Design seq_detect_scheduler, sky130hd; sources not shown.
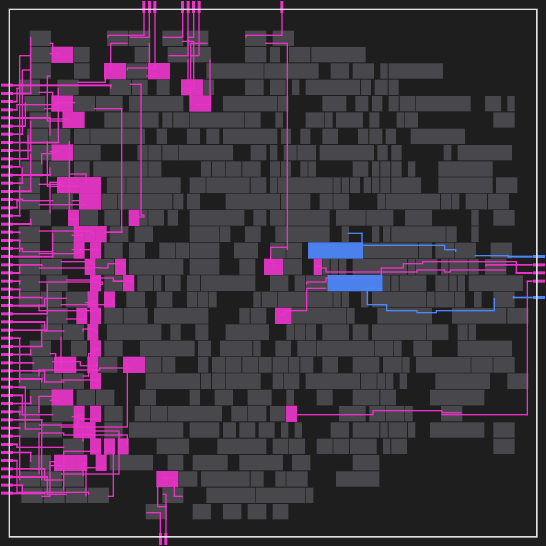
Figure 1: port wiring.
(6 px per µm)
legend:
  `frame`:
    colour: magenta
    bits: 64
    direction: input
    edge: 51 west, 8 north, 3 east, 2 south
    end_cells: 48
    buffers: 64
    wire: 1180 µm
  `done_id`:
    colour: blue
    bits: 2
    direction: output
    edge: east
    end_cells: 2
    buffers: 2
    wire: 63.7 µm
num ports: 86
I/O Buffers: 85

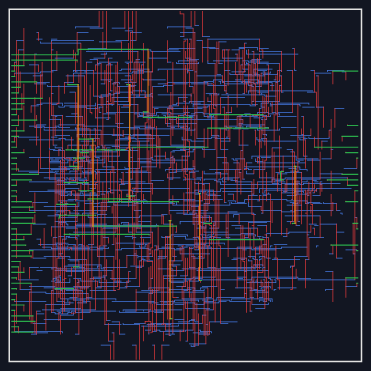
Figure 2: signal wires by layer.
(4 px per µm)
legend:
  M1:
    colour: blue
    wire_length: 3550 µm
  M2:
    colour: red
    wire_length: 4050 µm
  M3:
    colour: green
    wire_length: 469 µm
  M4:
    colour: orange
    wire_length: 148 µm
GRT Total Usage: 22.8%
wire length after detailed routing: 8220 µm
via count: 3108
WL/cell: 14.9 µm

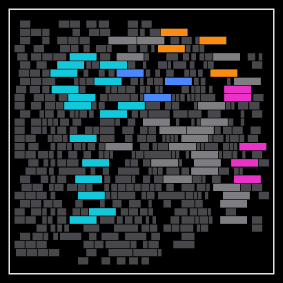
Figure 3: sequential cells grouped by signal name.
(3 px per µm) Other sequential cells in the stronger grey, the rest of the logic in the fainter grey.
legend:
  `shreg_q`:
    colour: cyan
    sequential_cells: 16
  `bit_q`:
    colour: orange
    sequential_cells: 4
  `state_q`:
    colour: blue
    sequential_cells: 3
  `match_cnt`:
    colour: magenta
    sequential_cells: 5
    where: east
not coloured: 22
register area: 1250 µm²
Seq power: 1.21 mW

==> results.sh <==
# source this file to load flow results
export IMPL_status="completed"
export IMPL_drv_cap=0
export IMPL_slew_headroom_pct=59.1
export IMPL_fin_hold_ws_ps=480
export IMPL_worst_slack_ps=468
export IMPL_dieWidth_um=87.7
export IMPL_drt_vias_per_instance=5.64
export IMPL_hold_path_class="register to register"
export IMPL_drc=0
export IMPL_hold_depth=2
export IMPL_largest_reg_flops=16
export IMPL_fp_util_pct=47.6
export IMPL_numPlacedInstances=534
export IMPL_hold_viol=0
export IMPL_cts_tree="done"
export IMPL_area_growth_pct=39.7
export IMPL_grt_pass1_wl_um=13800
export IMPL_cp_end_kind="register"
export IMPL_clockBufferDepth=2
export IMPL_grt_max_degree=51
export IMPL_edf_count=0
export IMPL_finalClockPeriodUsage_pct=83.0
export IMPL_grt_use_met1_pct=29.0
export IMPL_drtPass1Iterations=4
export IMPL_place_congestion=0.869
export IMPL_synth_dominant_cell_count="dfrtp_1"
export IMPL_placed_cell_area_um2=4380
export IMPL_final_nets=538
export IMPL_netlist_instances=354
export IMPL_fin_cells=551
export IMPL_coreArea_um2=6940
export IMPL_synth_top_area_share_pct=37.1
export IMPL_die_h_um=87.7
export IMPL_pre_cts_ws_ps=-139
export IMPL_fp_nets=438
export IMPL_synthDistinctLibCells=54
export IMPL_yosysSeqAreaShare_pct=37.9
export IMPL_cts_clk_slew_worst_paths_ps=90
export IMPL_ys_cells=354
==> repair_timing <==
item                       in CTS  in global routing
setup buffers                   1                  7
gates cloned                    0                  1
pin swaps                       1                  1
gates resized                  12                  3
setup endpoints to repair      19                 18
==> kinds of logic after synthesis <==
logic type | after synthesis | synth area share [%]
AOI/OAI and AO/OA | 111 | 23.4
and+or+nand+nor | 111 | 17.2
DFF | 50 | 37.9
buffers and inverters | 40 | 6.40
muxes | 24 | 8.86
adders and majority gates | 13 | 4.92
xor gates and xnor gates | 5 | 1.33
==> worst max-delay path, cell delays in order (launching register included) <==
cell      delay [ps]
dfrtp_2          450
buf_12           140
mux4_2           520
nor2b_4          170
o21ai_4          230
buf_6            200
nand3_1           90
a211o_1          310
o211ai_1          90
==> layout by cell type (no fill, tap or decap), drive strengths merged, types with 3 or more instances in the layout <==
cell type / count
a211o: 16
a21oi: 19
nor2b: 4
ha: 13
nor3: 5
buf: 35
a211oi: 4
nor2: 23
o21a: 3
a221oi: 4
o21ai: 32
nor4: 3
o211ai: 16
inv: 12
clkbuf: 7
clkdlybuf4s50: 81
dlygate4sd2: 4
a22oi: 5
nand3: 20
mux2i: 18
nand2: 27
mux4: 4
dfrtp: 49
xor2: 3
and3: 17
==> power by group <==
group | internal [mW] | switching, mW | leakage, nW | total, mW
sequential | 1.03 | 0.181 | 0.645 | 1.21
combinational | 1.79 | 2.02 | 1.31 | 3.81
clock | 0.203 | 0.235 | 0.0472 | 0.438
==> area by class of cell <==
cell class / count / area (µm²) / area share (%)
repair buffers: 121 / 1210 / 26.2
clock inverters: 2 / 12.5 / 0.271
flip-flops and latches: 50 / 1250 / 27.2
multi-input cells: 264 / 1890 / 40.9
inverters: 12 / 50.0 / 1.08
well taps: 96 / 120 / 2.60
clock buffers: 6 / 82.6 / 1.79
Power figures rest on the tool's default switching activity, not on a simulated workload.
